Fig. 1: routed metal per tile
(4 px per um) The die is cut into 14 by 14 equal tiles; dark purple is low, yellow is high, scaled to the fullest tile. Values are wire area over tile area, all layers added.
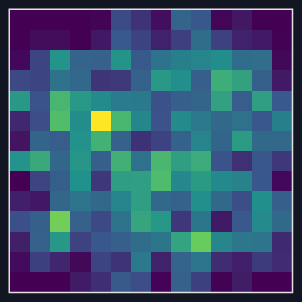
Fig. 2: pin map
(6 px per um) Pins as bars across the die edge, other pins in gray.
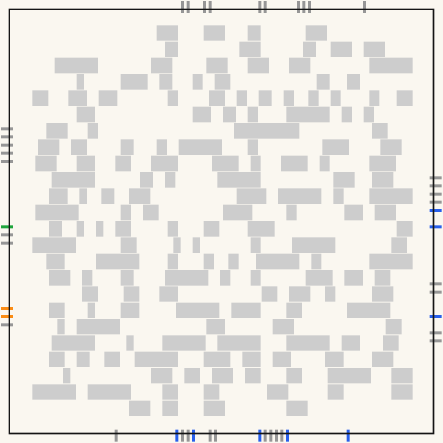
Fig. 3: M3 wires
(6 px per um) Cells faint in the background.
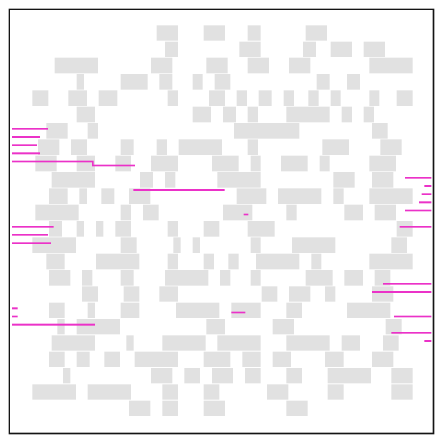
Fig. 4: clock nets
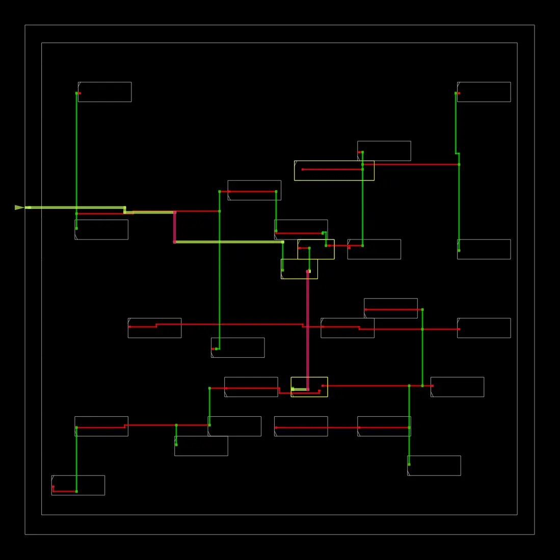
Fig. 5: placed cells, one color a class
(8 px per um)
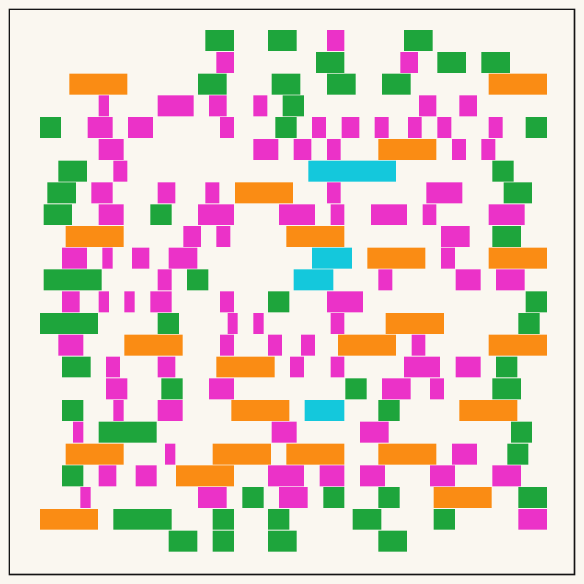
--- src/rtl/ram_2x8_ctrl_if.sv ---
// ram_2x8_ctrl_if: command/response handshake bundle for the ram_2x8 controller.
//
// Signals
//   cmd_valid / cmd_ready  command handshake
//   cmd_write              1 = write, 0 = read
//   cmd_addr               target RAM location (2 bits; values >= NUM_LOC are errors)
//   cmd_data               write data
//   rsp_valid / rsp_ready  response handshake
//   rsp_data               read data, or echoed write data
//   rsp_err                command failed
//
// Modports
//   master  command issuer / response consumer
//   slave   the controller
interface ram_2x8_ctrl_if #(
    parameter int unsigned DATA_W = 8
);
    logic              cmd_valid;
    logic              cmd_ready;
    logic              cmd_write;
    logic [1:0]        cmd_addr;
    logic [DATA_W-1:0] cmd_data;
    logic              rsp_valid;
    logic              rsp_ready;
    logic [DATA_W-1:0] rsp_data;
    logic              rsp_err;

    modport master (
        output cmd_valid, cmd_write, cmd_addr, cmd_data, rsp_ready,
        input  cmd_ready, rsp_valid, rsp_data, rsp_err
    );

    modport slave (
        input  cmd_valid, cmd_write, cmd_addr, cmd_data, rsp_ready,
        output cmd_ready, rsp_valid, rsp_data, rsp_err
    );
endinterface

--- src/rtl/ram_2x8_ctrl.sv ---
// ram_2x8_ctrl: request/response front-end for the 2-location x 8-bit RAM (ram_2x8).
// Accepts one read/write command at a time, sequences the RAM pins, captures read data
// and returns one response per command. Optionally zero-fills the RAM after reset.
//
// Ports
//   clock         system clock, rising edge
//   clear         synchronous reset, active-low
//   bus           ram_2x8_ctrl_if.slave: cmd_* / rsp_* handshakes
//   busy          high in every state except idle
//   mem_rw        RAM rw (1 = write); high only in the two init states and the write state
//   mem_endereco  RAM address; holds its last value, never 2 or 3
//   mem_data_in   RAM write data; holds its last value
//   mem_data_out  RAM read data
//
// Optional feature: define RAM_2X8_CTRL_READBACK_VERIFY_EN to read each written word
// back (two extra cycles) and flag rsp_err when the readback differs.
module ram_2x8_ctrl #(
    parameter int unsigned DATA_W        = 8,
    parameter int unsigned NUM_LOC       = 2,
    parameter bit          INIT_ON_RESET = 1'b1
) (
    input  logic              clock,
    input  logic              clear,
    ram_2x8_ctrl_if.slave     bus,
    output logic              busy,
    output logic              mem_rw,
    output logic [1:0]        mem_endereco,
    output logic [DATA_W-1:0] mem_data_in,
    input  logic [DATA_W-1:0] mem_data_out
);

    // StReset is where the block sits while clear is low; it keeps every output quiet so
    // no RAM write can be issued until clear has been released.
    typedef enum logic [3:0] {
        StReset,
        StInit0,
        StInit1,
        StIdle,
        StWr,
        StRdA,
        StRdC,
        StResp
`ifdef RAM_2X8_CTRL_READBACK_VERIFY_EN
        ,
        StVfA,
        StVfC
`endif
    } state_e;

    state_e            state_q, state_d;
    logic [1:0]        addr_q, addr_d;
    logic [DATA_W-1:0] wdata_q, wdata_d;
    logic [DATA_W-1:0] rsp_data_q, rsp_data_d;
    logic              rsp_err_q, rsp_err_d;
    logic              addr_oor;

    assign addr_oor = 32'(bus.cmd_addr) >= NUM_LOC;

    always_comb begin
        state_d    = state_q;
        addr_d     = addr_q;
        wdata_d    = wdata_q;
        rsp_data_d = rsp_data_q;
        rsp_err_d  = rsp_err_q;

        unique case (state_q)
            StReset: begin
                if (INIT_ON_RESET) begin
                    state_d = StInit0;
                    addr_d  = 2'd0;
                    wdata_d = '0;
                end else begin
                    state_d = StIdle;
                end
            end
            StInit0: begin
                state_d = StInit1;
                addr_d  = 2'd1;
                wdata_d = '0;
            end
            StInit1: state_d = StIdle;
            StIdle: begin
                // cmd_ready is high only here, so cmd_valid alone marks an accept.
                if (bus.cmd_valid) begin
                    if (addr_oor) begin
                        state_d    = StResp;
                        rsp_data_d = '0;
                        rsp_err_d  = 1'b1;
                    end else begin
                        addr_d = bus.cmd_addr;
                        if (bus.cmd_write) begin
                            wdata_d = bus.cmd_data;
                            state_d = StWr;
                        end else begin
                            state_d = StRdA;
                        end
                    end
                end
            end
            StWr: begin
                rsp_data_d = wdata_q;
                rsp_err_d  = 1'b0;
`ifdef RAM_2X8_CTRL_READBACK_VERIFY_EN
                state_d    = StVfA;
`else
                state_d    = StResp;
`endif
            end
            StRdA: state_d = StRdC;
            StRdC: begin
                rsp_data_d = mem_data_out;
                rsp_err_d  = 1'b0;
                state_d    = StResp;
            end
`ifdef RAM_2X8_CTRL_READBACK_VERIFY_EN
            StVfA: state_d = StVfC;
            StVfC: begin
                rsp_err_d = (mem_data_out != wdata_q);
                state_d   = StResp;
            end
`endif
            StResp: begin
                if (bus.rsp_ready) begin
                    state_d = StIdle;
                end
            end
            default: state_d = StReset;
        endcase
    end

    always_ff @(posedge clock) begin
        if (!clear) begin
            state_q    <= StReset;
            addr_q     <= 2'd0;
            wdata_q    <= '0;
            rsp_data_q <= '0;
            rsp_err_q  <= 1'b0;
        end else begin
            state_q    <= state_d;
            addr_q     <= addr_d;
            wdata_q    <= wdata_d;
            rsp_data_q <= rsp_data_d;
            rsp_err_q  <= rsp_err_d;
        end
    end

    always_comb begin
        bus.cmd_ready = (state_q == StIdle);
        busy          = (state_q != StIdle);
        bus.rsp_valid = (state_q == StResp);
        mem_rw        = (state_q == StInit0) || (state_q == StInit1) || (state_q == StWr);
    end

    assign bus.rsp_data  = rsp_data_q;
    assign bus.rsp_err   = rsp_err_q;
    assign mem_endereco  = addr_q;
    assign mem_data_in   = wdata_q;

endmodule

--- src/flat_wrapper.sv ---
// flat-port wrapper written by rule: the top's interface ports become plain ports
module ram_2x8_ctrl_flat 
#(
    parameter int unsigned DATA_W        = 8,
    parameter int unsigned NUM_LOC       = 2,
    parameter bit          INIT_ON_RESET = 1'b1
)
  (clock, clear, busy, mem_rw, mem_endereco, mem_data_in, mem_data_out, bus_cmd_valid, bus_cmd_write, bus_cmd_addr, bus_cmd_data, bus_rsp_ready, bus_cmd_ready, bus_rsp_valid, bus_rsp_data, bus_rsp_err);
  ram_2x8_ctrl_if #(.DATA_W(DATA_W)) bus_i ();
  input  logic clock;
  input  logic clear;
  output logic busy;
  output logic mem_rw;
  output logic [1:0] mem_endereco;
  output logic [DATA_W-1:0] mem_data_in;
  input  logic [DATA_W-1:0] mem_data_out;
  input wire logic [$bits(bus_i.cmd_valid)-1:0] bus_cmd_valid;
  input wire logic [$bits(bus_i.cmd_write)-1:0] bus_cmd_write;
  input wire logic [$bits(bus_i.cmd_addr)-1:0] bus_cmd_addr;
  input wire logic [$bits(bus_i.cmd_data)-1:0] bus_cmd_data;
  input wire logic [$bits(bus_i.rsp_ready)-1:0] bus_rsp_ready;
  output wire logic [$bits(bus_i.cmd_ready)-1:0] bus_cmd_ready;
  output wire logic [$bits(bus_i.rsp_valid)-1:0] bus_rsp_valid;
  output wire logic [$bits(bus_i.rsp_data)-1:0] bus_rsp_data;
  output wire logic [$bits(bus_i.rsp_err)-1:0] bus_rsp_err;
  assign bus_i.cmd_valid = bus_cmd_valid;
  assign bus_i.cmd_write = bus_cmd_write;
  assign bus_i.cmd_addr = bus_cmd_addr;
  assign bus_i.cmd_data = bus_cmd_data;
  assign bus_i.rsp_ready = bus_rsp_ready;
  assign bus_cmd_ready = bus_i.cmd_ready;
  assign bus_rsp_valid = bus_i.rsp_valid;
  assign bus_rsp_data = bus_i.rsp_data;
  assign bus_rsp_err = bus_i.rsp_err;
  ram_2x8_ctrl #(.DATA_W(DATA_W), .NUM_LOC(NUM_LOC), .INIT_ON_RESET(INIT_ON_RESET)) u_core (.clock(clock), .clear(clear), .bus(bus_i), .busy(busy), .mem_rw(mem_rw), .mem_endereco(mem_endereco), .mem_data_in(mem_data_in), .mem_data_out(mem_data_out));
endmodule
--- config.mk ---
export PLATFORM = sky130hd
export DESIGN_NAME = ram_2x8_ctrl_flat
export DESIGN_NICKNAME = d
export VERILOG_FILES = /design/src/rtl/ram_2x8_ctrl_if.sv /design/src/rtl/ram_2x8_ctrl.sv /design/src/flat_wrapper.sv
export SDC_FILE = /design/constraint.sdc
export NUM_CORES = 1
export LEC_CHECK = 0
export CELL_PAD_IN_SITES_DETAIL_PLACEMENT = 2
export CELL_PAD_IN_SITES_GLOBAL_PLACEMENT = 2
export CORE_MARGIN = 2
export CORE_UTILIZATION = 26
export DETAILED_ROUTE_END_ITERATION = 10
export PLACE_DENSITY_LB_ADDON = 0.1
export SLEW_MARGIN = 20
export SYNTH_ARGS = -nofsm -noshare
export SYNTH_HDL_FRONTEND = slang
export SYNTH_SLANG_ARGS = --single-unit
--- constraint.sdc ---
create_clock -name clock -period 2.1 [get_ports clock]
set_input_delay 0.525 -clock clock [delete_from_list [all_inputs] [get_ports clock]]
set_output_delay 0.525 -clock clock [all_outputs]
set_load 0.1 [all_outputs]
==> qor.csv <==
stage,metric,value,unit
run_status,status,completed,
min_path,worst min path class,flip-flop to flip-flop,
critical_path,crit path max fanout,6,
final_timing,hold_ws,0.448,ns
placement,DP Wirelength,2.71,mm
critical_path,CP Launch Point,u_core.state_q[0],
critical_path,CP max stage delay,0.45,ns
critical_path,CP Cell Sequence,"nor2b_1, and2_4, clkinvlp_4, buf_12",
final_timing,fmax,524,MHz
synthesis,Synth Area per Inst,9.04,um^2
min_path,Hold Path Origin,u_core.mem_endereco[1],
final_timing,final setup violation count,0,
synthesis,Logic family by area,simple AND/OR/NAND/NOR gates,
clock_network,H-tree levels,1,
grt,largest net degree at the start of global routing,29,
synthesis,leading area contributor after synthesis,dfxtp_1,
clock_network,CTS sink count,22,
critical_path,WS Path Type,flip-flop to output port,
power_and_ir_drop,maximum vdd ir drop,313,uV
clock_network,clock buffers created by TritonCTS,3,
run,maxcap violations,0,
grt,first-pass GRT wire length,6.18,mm
synthesis,Yosys top cell by instances,nand3_1,
synthesis,Post-synth ARST share,0,%
Notes on Fig. 1 above:
densest ninth of the die = center
nearly empty tiles = 9.7%
fullest tile = 0.38
tiles over half the peak = 17%

Notes on Fig. 2 above:
green -> bus_rsp_valid  # pins 1, direction output, edge left
blue -> bus_rsp_data  # pins 8, direction output, edge 5 bottom, 3 right
orange -> mem_endereco  # pins 2, direction output, edge left
die extent in y: 70.5 um
chip width: 70.5 um
input/output buffers: 45

Notes on Fig. 3 above:
longest straight run = 14.9 um
share of all routed wire = 3.8%
wire length on this layer = 138 um
Vias: 1147
WL final: 3.67 mm
met3 GRT Util: 2.74%

Notes on Fig. 4 above:
Late-Pin Clk Latency: 0.27 ns
clkbuf count: 3

Notes on Fig. 5 above:
magenta -> remaining logic cells  # cells 91
green -> remaining buffers and delay cells  # cells 52
cyan -> clock drivers and dummy loads  # cells 4
orange -> registers  # cells 22

## cell families (layout without fill, tap and decap cells)
logic type	Yosys count	count (layout)
xor gates and xnor gates	1	1
AOI/OAI and AO/OA	28	28
muxes	8	8
DFF	22	22
and+or+nand+nor	51	51
buffers and inverters	17	59
## layer usage
layer	vias up	wire length [um]
li1	551	-
met1	568	1510
met2	24	2000
met3	4	137
met4	0	20
met5	-	0
## cell usage in the layout, fill, tap and decap left out, types with 2 or more instances in the layout
| master | netlist | routed |
|---|---|---|
| nand2_1 | 4 | 4 |
| clkbuf_8 | 0 | 3 |
| nor2_1 | 4 | 4 |
| and2_4 | 1 | 2 |
| nand3_1 | 25 | 25 |
| dfxtp_1 | 22 | 22 |
| buf_4 | 0 | 26 |
| o211ai_2 | 8 | 8 |
| inv_1 | 3 | 2 |
| mux2i_1 | 8 | 8 |
| a21oi_1 | 3 | 3 |
| buf_12 | 0 | 4 |
| and3_1 | 9 | 9 |
| o2bb2ai_1 | 8 | 8 |
| clkdlybuf4s50_1 | 0 | 22 |
## layout make-up
cell class / instances / area [um^2]
clock buffer: 3 / 41.3
clock inverter: 1 / 30.0
fill: 484 / 2580
inverter: 3 / 15.0
multi-input combinational: 88 / 628
sequential: 22 / 440
tap: 52 / 65.1
timing repair buffer: 52 / 495
## worst min-delay path, cell delays in order, from the launching register on
cell and delay, ns:
dfxtp_1 0.33, nand2_1 0.06, nor2_1 0.03
## through the flow
step / setup slack (ns) / instance area [um^2] / util (%)
after global routing: 0.103 / 1720 / 39.9
after detailed placement: 0.208 / 1640 / 38.3
after global placement: 0.212 / 1640 / 38.3
final: 0.193 / 1720 / 39.9
after CTS: 0.178 / 1720 / 39.9
after floorplan: 0.0195 / 1160 / -
## report_power, final
| part | internal [uW] | total, uW | switching, uW | leakage, uW |
|---|---|---|---|---|
| registers | 426 | 438 | 11.9 | 0.000178 |
| logic | 116 | 287 | 171 | 0.000511 |
| clock network | 255 | 414 | 160 | 0.0000357 |
| total | 797 | 1140 | 343 | 0.000725 |
## worst paths after layout
check / to / cells after the start
max: busy / 4
min: u_core.mem_endereco[1] / 2
max reg2reg: u_core.bus.rsp_data[2] / 4
min reg2reg: u_core.mem_endereco[1] / 2
## flip-flops by register name, summed over array words and instances (netlist names)
name / flops
u_core.mem_data_in: 8
u_core.bus.rsp_err: 1
u_core.bus.rsp_data: 8
u_core.state_q: 3
u_core.mem_endereco: 2
No activity file was given, so power comes from the tool's default toggle rates.
